$ cat config.mk
export PLATFORM = sky130hd
export DESIGN_NAME = alu_arbiter
export DESIGN_NICKNAME = d
export VERILOG_FILES = /design/src/rtl/alu_arbiter.sv
export SDC_FILE = /design/constraint.sdc
export NUM_CORES = 1
export LEC_CHECK = 0
export CORE_MARGIN = 4
export CORE_UTILIZATION = 44
export DETAILED_ROUTE_END_ITERATION = 12
export PLACE_DENSITY = 0.88
export SYNTH_ARGS = -nofsm -noshare
export SYNTH_HDL_FRONTEND = slang
export SYNTH_SLANG_ARGS = --single-unit
$ cat constraint.sdc
create_clock -name clk -period 4.1 [get_ports clk]
set_input_delay 1.23 -clock clk [delete_from_list [all_inputs] [get_ports clk]]
set_output_delay 1.23 -clock clk [all_outputs]
set_load 0.1 [all_outputs]
$ cat src/rtl/alu_arbiter.sv
// Two-requester arbiter and sequencer in front of the shared W-bit ALU.
// Define ALU_ARB_RR_EN for round-robin arbitration; otherwise requester 0 has fixed priority.
module alu_arbiter #(
  parameter int W        = 16,
  parameter int MUL_WAIT = 1,
  parameter int DIV_WAIT = 3
) (
  input  logic         clk,
  input  logic         clear,
  input  logic         req0_valid,
  output logic         req0_ready,
  input  logic [3:0]   req0_op,
  input  logic [W-1:0] req0_a,
  input  logic [W-1:0] req0_b,
  input  logic         req1_valid,
  output logic         req1_ready,
  input  logic [3:0]   req1_op,
  input  logic [W-1:0] req1_a,
  input  logic [W-1:0] req1_b,
  output logic         rsp_valid,
  input  logic         rsp_ready,
  output logic         rsp_id,
  output logic [W-1:0] rsp_data,
  output logic         rsp_err,
  output logic [W-1:0] alu_input1,
  output logic [W-1:0] alu_input2,
  output logic [3:0]   alu_opcode,
  input  logic [W-1:0] alu_out,
  output logic         busy
);

  localparam logic [3:0] OP_NOOP = 4'd0;
  localparam logic [3:0] OP_MULT = 4'd3;
  localparam logic [3:0] OP_DIV  = 4'd4;

  typedef enum logic [1:0] {S_IDLE, S_ISSUE, S_WAIT, S_RESP} state_t;

  state_t       r_state;
  logic         r_id;
  logic [3:0]   r_cnt;
  logic [W-1:0] r_rsp_data;
  logic         r_rsp_err;
  logic [W-1:0] r_alu_a;
  logic [W-1:0] r_alu_b;
  logic [3:0]   r_alu_op;

  logic         w_grant1;
  logic         w_accept;
  logic [3:0]   w_op;
  logic [W-1:0] w_a;
  logic [W-1:0] w_b;
  logic [3:0]   w_wait;

  function automatic logic is_illegal(input logic [3:0] op);
    return (op >= 4'd9) && (op <= 4'd14);
  endfunction

  function automatic logic [3:0] wait_for(input logic [3:0] op);
    logic [3:0] n;
    n = 4'd0;
    if (op == OP_MULT) n = 4'(MUL_WAIT);
    else if (op == OP_DIV) n = 4'(DIV_WAIT);
    return n;
  endfunction

`ifdef ALU_ARB_RR_EN
  logic r_rr_ptr;

  // The pointer's requester wins a tie; after a grant the other side is preferred.
  always_comb begin
    w_grant1 = req1_valid;
    if (req0_valid && req1_valid) w_grant1 = r_rr_ptr;
  end

  always_ff @(posedge clk) begin
    if (clear) r_rr_ptr <= 1'b0;
    else if (w_accept) r_rr_ptr <= ~w_grant1;
  end
`else
  assign w_grant1 = ~req0_valid;
`endif

  assign w_accept   = (r_state == S_IDLE) && !clear && (req0_valid || req1_valid);
  assign req0_ready = w_accept && !w_grant1;
  assign req1_ready = w_accept && w_grant1;

  assign w_op   = w_grant1 ? req1_op : req0_op;
  assign w_a    = w_grant1 ? req1_a  : req0_a;
  assign w_b    = w_grant1 ? req1_b  : req0_b;
  assign w_wait = wait_for(r_alu_op);

  always_ff @(posedge clk) begin
    if (clear) begin
      r_state    <= S_IDLE;
      r_id       <= 1'b0;
      r_cnt      <= 4'd0;
      r_rsp_data <= '0;
      r_rsp_err  <= 1'b0;
      r_alu_a    <= '0;
      r_alu_b    <= '0;
      r_alu_op   <= OP_NOOP;
    end else begin
      case (r_state)
        // Accept: ALU inputs are loaded here so the ALU sees them throughout ISSUE.
        S_IDLE: begin
          if (w_accept) begin
            r_id <= w_grant1;
            if (is_illegal(w_op)) begin
              r_state    <= S_RESP;
              r_rsp_err  <= 1'b1;
              r_rsp_data <= '0;
            end else begin
              r_state  <= S_ISSUE;
              r_alu_a  <= w_a;
              r_alu_b  <= w_b;
              r_alu_op <= w_op;
            end
          end
        end
        S_ISSUE: begin
          if (w_wait == 4'd0) begin
            r_state    <= S_RESP;
            r_rsp_data <= alu_out;
            r_rsp_err  <= 1'b0;
            r_alu_a    <= '0;
            r_alu_b    <= '0;
            r_alu_op   <= OP_NOOP;
          end else begin
            r_state <= S_WAIT;
            r_cnt   <= w_wait;
          end
        end
        // Wait: inputs held; the last counted cycle captures the result.
        S_WAIT: begin
          if (r_cnt == 4'd1) begin
            r_state    <= S_RESP;
            r_cnt      <= 4'd0;
            r_rsp_data <= alu_out;
            r_rsp_err  <= 1'b0;
            r_alu_a    <= '0;
            r_alu_b    <= '0;
            r_alu_op   <= OP_NOOP;
          end else begin
            r_cnt <= r_cnt - 4'd1;
          end
        end
        S_RESP: begin
          if (rsp_ready) r_state <= S_IDLE;
        end
        default: r_state <= S_IDLE;
      endcase
    end
  end

  assign rsp_valid  = (r_state == S_RESP);
  assign busy       = (r_state != S_IDLE);
  assign rsp_id     = r_id;
  assign rsp_data   = r_rsp_data;
  assign rsp_err    = r_rsp_err;
  assign alu_input1 = r_alu_a;
  assign alu_input2 = r_alu_b;
  assign alu_opcode = r_alu_op;

endmodule

==> impl_metrics.tcl <==
# implementation run metrics
set metrics [dict create \
    outcome "complete, no violations" \
    top_cells_by_count "60 x dfxtp_1, 58 x a21oi_1, 56 x o21ai_0, 36 x mux2i_1, 36 x or4_1" \
    nFillCells 572 \
    ir_worst_vdd_mv 0.458 \
    port_buffers 150 \
    synth.most_common_cell "dfxtp_1" \
    yosys_warnings 0 \
    cts_buffer_depth 2 \
    rrSetupSlack_ns 1.25 \
    syn-instance-count 354 \
    max_freq_mhz 291 \
    synth_cell_types 38 \
    h-tree-depth 3 \
    cts_resized 0 \
    syn-mean-instance-area_um2 8.72 \
    worstPathRequired_ns 2.87 \
    clk_pin_slew_ns 0.07 \
    powerDensity_nw_per_um2 843 \
    grt_pass1_vias 3178 \
    fp.dieW_um 91.7 \
    clock_skew_ns 0.0124 \
    critPathLaunchType "primary input" \
    grt_pass1_wl_mm 15.6 \
    worst_pin_slew_ns 1.04 \
    area_growth_pct 55.0 \
    area_leaders "dfxtp_1 39%, mux2i_1 12%, a21oi_1 9.4%, o21ai_0 9.1%, or4_1 8.8%" \
    ys.flop_type "dfxtp_1" \
    hold_violations 0 \
    cts_sinks 60 \
    tns_ns 0 \
    grt_use_total 0.228 \
    hpwl_mm 7.10 \
    p_leak_uw 0.00173 \
    initCoreUtil 0.454 \
    cts_root_buf "clkbuf_8" \
    routedWlPerCell_um 17.0 \
    hold_ws_ns 0.474 \
    floorplan.nets 454 \
    crit_type "in2out" \
    cts_made_buffers 9 \
]
power breakdown:
part | internal [uW] | switching [uW] | total, uW
registers | 764 | 105 | 869
clock network | 234 | 227 | 461
logic | 703 | 2000 | 2700
total | 1700 | 2330 | 4030
path summary, 6_finish.rpt:
path                  startpoint        endpoint  cells past startpoint
hold / removal    alu_input1[12]  alu_input1[12]                      2
hold reg to reg   alu_input1[12]  alu_input1[12]                      2
setup / recovery      req1_valid      req1_ready                      3
setup reg to reg        r_cnt[0]  alu_input1[10]                      7
layer usage:
metal | share of wire | wire length [um] | GRT usage
met4 | 0.023 | 225 | 0.0928
met3 | 0.055 | 542 | 0.0492
met1 | 0.39 | 3830 | 0.257
met2 | 0.54 | 5300 | 0.414
met5 | 0 | 0 | 0
through the flow:
step	instance area (um2)	setup WS, ns	instances	power [uW]
after global placement	4610	0.494	567	3500
after floorplan	3110	0.0657	354	2950
after global routing	4780	0.625	583	4230
after detailed placement	4610	0.432	567	3560
final	4780	0.667	583	4030
after CTS	4780	0.660	583	4030
critical path: stages:
cell and delay [ns]:
clkdlybuf4s50_1 0.50, nor4b_4 0.25, buf_12 0.21
registers in the layout, summed over array words and instances, names as in the netlist:
signal      cells
alu_opcode      4
rsp_id          1
r_cnt           4
rsp_err         1
alu_input2     16
r_state         2
alu_input1     16
rsp_data       16
area by class of cell:
type,instances,area (um2),area share
clock buffers,12,145,0.0304
clock inverters,4,25.0,0.00523
inverters,8,30.0,0.00628
multi-input cells,246,1690,0.353
flip-flops and latches,60,1200,0.251
well taps,96,120,0.0251
repair buffers,157,1570,0.329
cells by family after synthesis:
family,synth area share
flip-flops,0.389
buffers and inverters,0.0722
adder cells (fa/ha/maj),0.0284
AND-OR/OR-AND,0.217
multiplexers,0.120
AND/OR/NAND/NOR,0.173
==> images/met1.png <==
Supply wires on this layer in gray.
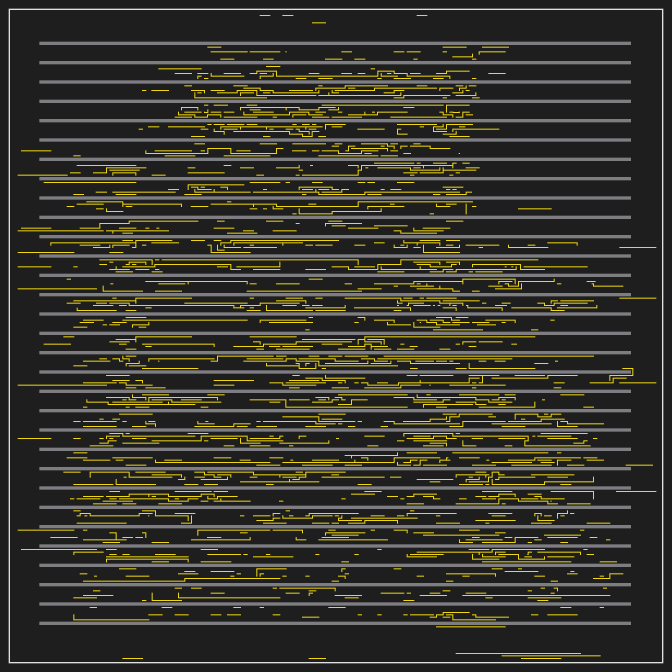
- main direction: horizontal
- longest straight run: 29.4 um
- wire length on this layer: 3830 um
- nets with wire on the layer: 515
GR met1 Demand/Resource: 0.257
WL final: 9.89 mm
DR vias: 3241

==> images/cell_classes.png <==
Scale bar: 20 um. Fill, decap, tap and diode cells in gray.
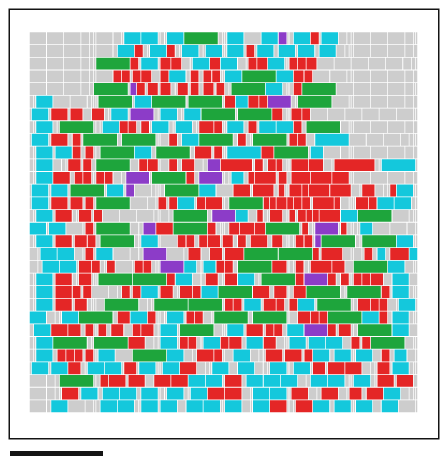
- other buffers and delay cells: cyan (cells 157)
- flip-flops: green (cells 60)
- clock drivers and dummy loads: purple (cells 16)
- all other logic: red (cells 254)
Core Footprint: 6790 um2
Final Util: 0.704
post-layout instance area: 4780 um2
row cnt: 30

Power figures rest on the tool's default switching activity, not on a simulated workload.
